`src/rtl/cmp_pkg.sv`:
```
// rtl/cmp_pkg.sv - shared types and helpers for the stream comparator
package cmp_pkg;

    // Frame collection state: gathering beats, or presenting a finished result
    typedef enum logic {
        COLLECT = 1'b0,
        REPORT  = 1'b1
    } cmp_state_e;

    // Per-word comparison result
    typedef struct packed {
        logic eq;
        logic gt;
        logic lt;
    } cmp_flags_t;

    // Counter width able to hold 0..depth inclusive
    function automatic int cnt_width(input int depth);
        return $clog2(depth + 1);
    endfunction

endpackage

```
`src/rtl/word_cmp.sv`:
```
// rtl/word_cmp.sv - combinational unsigned compare of one word pair
module word_cmp #(
    parameter int WIDTH = 8
) (
    input  logic [WIDTH-1:0] a,
    input  logic [WIDTH-1:0] b,
    output logic             eq,
    output logic             gt,
    output logic             lt
);

    // Unsigned three-way comparison; exactly one output is set
    always_comb begin
        eq = (a == b);
        gt = (a > b);
        lt = (a < b);
    end

endmodule

```
`src/rtl/stream_comparator.sv`:
```
// rtl/stream_comparator.sv - multi-word frame comparator over a valid/ready stream
module stream_comparator
    import cmp_pkg::*;
#(
    parameter int WIDTH = 8,
    parameter int DEPTH = 4,
    parameter int CNT_W = cnt_width(DEPTH)
) (
    input  logic             clk,
    input  logic             rst,
    input  logic             flush,
    input  logic             in_valid,
    output logic             in_ready,
    input  logic [WIDTH-1:0] A,
    input  logic [WIDTH-1:0] B,
    output logic             out_valid,
    input  logic             out_ready,
    output logic             is_equal,
    output logic             a_gt_b,
    output logic             a_lt_b,
    output logic [CNT_W-1:0] mismatch_cnt,
    output logic [CNT_W-1:0] first_diff_idx
);

    localparam logic [CNT_W-1:0] LAST_BEAT = CNT_W'(DEPTH - 1);
    localparam logic [CNT_W-1:0] IDX_NONE  = CNT_W'(DEPTH);

    cmp_state_e       state_q;
    cmp_state_e       state_d;
    cmp_flags_t       w_flags;

    // Running accumulators for the frame being collected
    logic [CNT_W-1:0] beat_cnt;
    logic [CNT_W-1:0] acc_cnt;
    logic [CNT_W-1:0] acc_idx;
    logic             acc_found;
    logic             acc_gt;
    logic             acc_lt;

    // Accumulator values after folding in the current beat
    logic             accept;
    logic             last_beat;
    logic             new_diff;
    logic [CNT_W-1:0] nxt_cnt;
    logic [CNT_W-1:0] nxt_idx;
    logic             nxt_found;
    logic             nxt_gt;
    logic             nxt_lt;

    word_cmp #(
        .WIDTH (WIDTH)
    ) u_word_cmp (
        .a  (A),
        .b  (B),
        .eq (w_flags.eq),
        .gt (w_flags.gt),
        .lt (w_flags.lt)
    );

    // Beat acceptance and the accumulator update for the current beat
    always_comb begin
        accept    = (state_q == COLLECT) && in_valid && !flush;
        last_beat = (beat_cnt == LAST_BEAT);
        new_diff  = !acc_found && !w_flags.eq;
        nxt_cnt   = acc_cnt + CNT_W'(!w_flags.eq);
        nxt_idx   = new_diff ? beat_cnt : acc_idx;
        nxt_gt    = new_diff ? w_flags.gt : acc_gt;
        nxt_lt    = new_diff ? w_flags.lt : acc_lt;
        nxt_found = acc_found || !w_flags.eq;
    end

    // Next-state logic: final accepted beat enters REPORT, result handshake leaves it
    always_comb begin
        state_d = state_q;
        case (state_q)
            COLLECT: if (accept && last_beat) state_d = REPORT;
            REPORT:  if (out_ready)           state_d = COLLECT;
            default:                          state_d = COLLECT;
        endcase
    end

    // State register with handshake flags registered from the next state
    always_ff @(posedge clk) begin
        if (rst) begin
            state_q   <= COLLECT;
            in_ready  <= 1'b1;
            out_valid <= 1'b0;
        end else begin
            state_q   <= state_d;
            in_ready  <= (state_d == COLLECT);
            out_valid <= (state_d == REPORT);
        end
    end

    // Accumulators and result registers; results are parked at idle values outside REPORT
    always_ff @(posedge clk) begin
        if (rst) begin
            beat_cnt       <= '0;
            acc_cnt        <= '0;
            acc_idx        <= IDX_NONE;
            acc_found      <= 1'b0;
            acc_gt         <= 1'b0;
            acc_lt         <= 1'b0;
            is_equal       <= 1'b0;
            a_gt_b         <= 1'b0;
            a_lt_b         <= 1'b0;
            mismatch_cnt   <= '0;
            first_diff_idx <= IDX_NONE;
        end else if (state_q == COLLECT) begin
            if (flush || (accept && last_beat)) begin
                beat_cnt  <= '0;
                acc_cnt   <= '0;
                acc_idx   <= IDX_NONE;
                acc_found <= 1'b0;
                acc_gt    <= 1'b0;
                acc_lt    <= 1'b0;
            end else if (accept) begin
                beat_cnt  <= beat_cnt + CNT_W'(1);
                acc_cnt   <= nxt_cnt;
                acc_idx   <= nxt_idx;
                acc_found <= nxt_found;
                acc_gt    <= nxt_gt;
                acc_lt    <= nxt_lt;
            end
            if (accept && last_beat) begin
                is_equal       <= !nxt_found;
                a_gt_b         <= nxt_gt;
                a_lt_b         <= nxt_lt;
                mismatch_cnt   <= nxt_cnt;
                first_diff_idx <= nxt_idx;
            end
        end else if (out_ready) begin
            is_equal       <= 1'b0;
            a_gt_b         <= 1'b0;
            a_lt_b         <= 1'b0;
            mismatch_cnt   <= '0;
            first_diff_idx <= IDX_NONE;
        end
    end

endmodule

```
`config.mk`:
```
export PLATFORM = sky130hd
export DESIGN_NAME = stream_comparator
export DESIGN_NICKNAME = d
export VERILOG_FILES = /design/src/rtl/cmp_pkg.sv /design/src/rtl/word_cmp.sv /design/src/rtl/stream_comparator.sv
export SDC_FILE = /design/constraint.sdc
export NUM_CORES = 1
export LEC_CHECK = 0
export CELL_PAD_IN_SITES_DETAIL_PLACEMENT = 0
export CELL_PAD_IN_SITES_GLOBAL_PLACEMENT = 1
export CORE_MARGIN = 5
export CORE_UTILIZATION = 38
export CTS_CLUSTER_DIAMETER = 100
export DETAILED_ROUTE_END_ITERATION = 10
export PLACE_DENSITY_LB_ADDON = 0.1
export SYNTH_ARGS = -nofsm -noshare
export SYNTH_HDL_FRONTEND = slang
export SYNTH_SLANG_ARGS = --single-unit
```
`constraint.sdc`:
```
create_clock -name clk -period 4 [get_ports clk]
set_input_delay 0.4 -clock clk [delete_from_list [all_inputs] [get_ports clk]]
set_output_delay 0.4 -clock clk [all_outputs]
set_load 0.005 [all_outputs]
```
Figure 1. Track usage over the die.
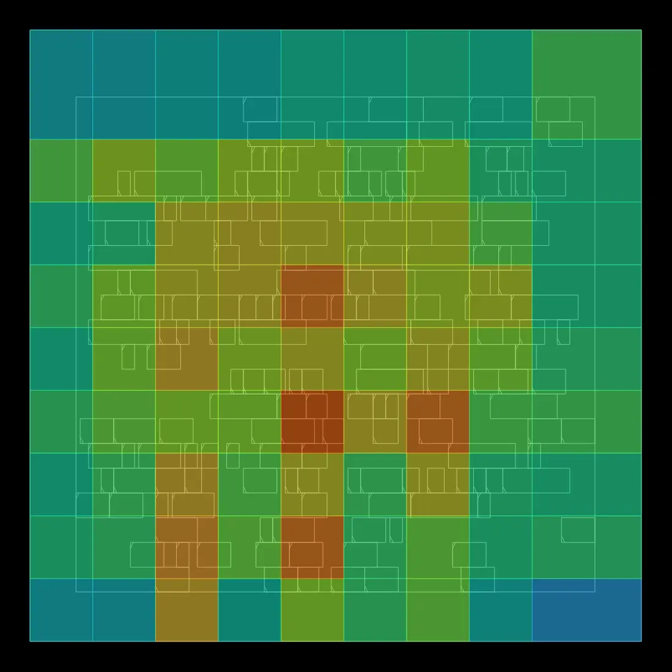
grt met3 use: 3.993%
met1 usage: 16.48%
GR peak layer: met2
GR Util met2: 22.70%
Core Util, Final: 52.54%

Figure 2. I/O nets highlighted.
(4 px per um)
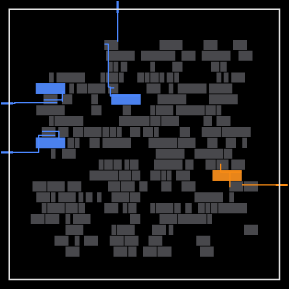
[a_gt_b] orange | bits: 1 | direction: output | end cells: 1 | buffers: 1 | wire: 19.5 um
[mismatch_cnt] blue | bits: 3 | direction: output | end cells: 3 | buffers: 3 | wire: 71.7 um
io pins: 32
Port Buf Inserts: 31

Figure 3. Cell area per tile.
(6 px per um) The die is cut into 7 by 7 equal tiles; dark blue is low, red is high, 0 to 100% covered.
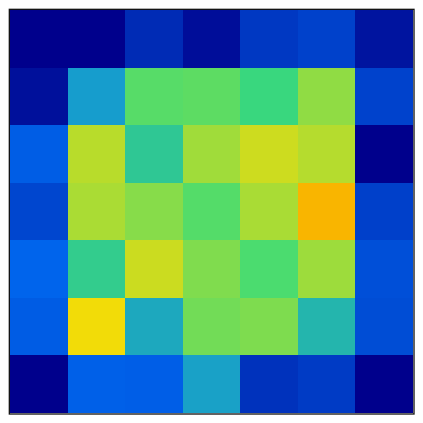
densest ninth of the die: center
nearly empty tiles: 10%
fullest tile: 80%
mean over tiles: 35%
emptiest ninth of the die: north-west
tiles over 75% full: 2.0%

Figure 4. Signal wires on met3.
(8 px per um) Cells faint in the background.
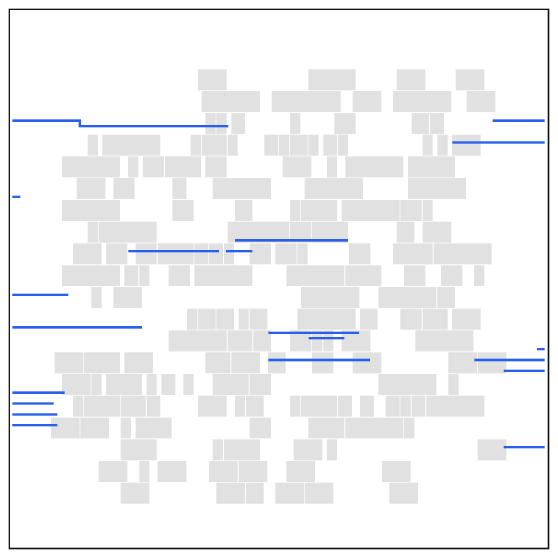
longest straight run: 18.4 um
share of all routed wire: 6.2%
main direction: horizontal
wire length on this layer: 164 um

Figure 5. Clock distribution.
(6 px per um)
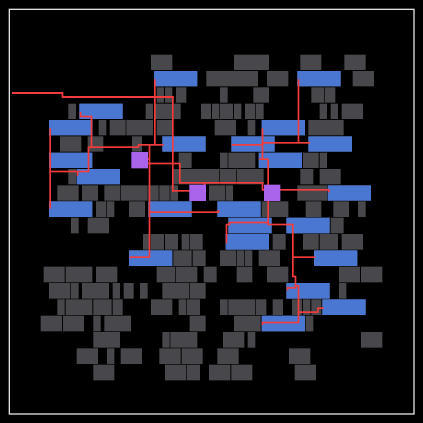
[cells driving clock nets] purple | count: 3
[clock wires] red | length: 265 um
[flip-flops] blue | count: 23
routed clock nets: 4
Layout Skew: 0.001708 ns
Clock power frac: 25.4%

==> flow_summary.yaml <==
# generated from flow reports
die:
  chipArea_um2: 4517
  die_w_um: 67.21
  die_h_um: 67.21
synthesis:
  synth_chip_area_um2: 1244
  ys_async_sr_fraction_pct: 0
  yosys_cells: 136
  syn_area_um2: 1244
  syn_avg_cell_area_um2: 9.145
  synth_nets: 169
  ys_ff: 23
  ys.flop_type: "dfxtp_1"
  edf_count: 0
  largest_area_cell: "dfxtp_1"
  synth_top_area_share_pct: 37.02
sta:
  period_minus_slack_ns: 2.322
  worstMarginPinSlew_ns: 0.8052
  finalMaxSlewViolations: 0
  max-slew-margin-rel_pct: 46.15
  finalSetupTns_ns: 0
clocking:
  numCtsBuffers: 3
  cts_tree: "built"
  cts_buffer_depth: 2
  clk_latency_ns: 0.30
  postCtsHoldBufs: 0
detailed_routing:
  final_antenna_net_count: 0
  drt-initial-drc-count: 62
  num_vias: 1052
  postRouteWirelength_um: 2639
hold_path:
  min_path_type: "reg -> reg"
grt:
  antenna_found_initial: 0
  first_global_vias: 1035
  grt_use_total_pct: 13.22
pwr:
  leakagePower_nw: 0.6925
  worst_ir_drop_vdd_v: 0.0001924
setup_path:
  cp-start-kind: "input port"
  worstPathArrival_ns: 2.50
layout:
  area_growth_pct: 31.09
  drive_gt1_share_pct: 8.929
  fin_nets: 202
run_status:
  status: "completed"
placement:
  place_hpwl_um: 2127
[metal layers]
metal	routed length, um	part of all wire, %	up-vias
li1	-	-	545
met1	1190	45	480
met2	1269	48	25
met3	163	6.2	2
met4	15	0.57	0
met5	0	0	-
[through the flow]
stage          hold slack (ns)  setup slack [ns]  area [um2]  instances
3_5_place_dp            0.4529             1.341        1603        208
6_report                0.4646             1.678        1630        212
5_1_grt                 0.4861             1.554        1630        212
4_1_cts                 0.4713             1.688        1630        212
2_1_floorplan           0.4439             1.984        1244        136
3_3_place_gp            0.4461             1.417        1603        208
[worst max-delay path, stage by stage]
cell and delay (ns):
clkdlybuf4s50_1 0.47, inv_1 0.04, ha_1 0.31, nand4_2 0.16, or2_2 0.36, ha_1 0.20, ha_1 0.21, xor2_1 0.15
a22oi_1 0.14, nor2_1 0.05
[area by class of cell]
class                      count  area [um2]
sequential                    23       460.4
clock inverter                 1       5.005
timing repair buffer          32       317.8
tap                           44       55.05
clock buffer                   3       22.52
fill                         334        1473
multi-input combinational     95       716.9
inverter                      14       52.55
[path summary, 6_finish.rpt]
check / cells past startpoint / slack (ns) / to / from
worst min-delay path: 2 / 0.46 / first_diff_idx[0] / first_diff_idx[0]
worst max-delay path: 10 / 1.68 / mismatch_cnt[2] / B[6]
worst min register to register: 2 / 0.46 / first_diff_idx[0] / first_diff_idx[0]
worst max register to register: 7 / 2.02 / acc_idx[2] / beat_cnt[0]
[report_power, final]
group / leakage [nW] / switching, W / total, W / internal, W
combinational: 0.488 / 0.0000341 / 0.0000726 / 0.0000385
clock: 0.0177 / 0.0000676 / 0.000105 / 0.0000373
sequential: 0.186 / 0.00000325 / 0.000236 / 0.000233
total: 0.692 / 0.000105 / 0.000414 / 0.000309
[sequential cells by signal, summed over array words and instances (netlist names)]
name / count
acc_cnt: 3
a_lt_b: 1
mismatch_cnt: 3
acc_idx: 3
acc_found: 1
acc_lt: 1
first_diff_idx: 3
acc_gt: 1
state_q: 1
beat_cnt: 3
is_equal: 1
a_gt_b: 1
in_ready: 1
[synth_stat cells (2+ instances only)]
library cell	number
o21ai_1	3
a32oi_1	2
nand2b_1	2
ha_1	12
a21oi_1	7
inv_1	14
or2_2	2
nand2_1	4
a22oi_1	9
dfxtp_1	23
o21ai_0	3
or2_1	2
nor2b_1	4
clkbuf_1	2
nor2_1	20
mux2i_1	3
[logic make-up after synthesis]
family                     Yosys count  share of synthesized area [%]
AOI/OAI and AO/OA                   36                          21.83
xor gates and xnor gates             1                         0.7044
muxes                                3                          2.415
and+or+nand+nor                     43                          20.12
adders and majority gates           12                          12.07
buffers and inverters               18                          5.835
DFF                                 23                          37.02
Power figures rest on the tool's default switching activity, not on a simulated workload.
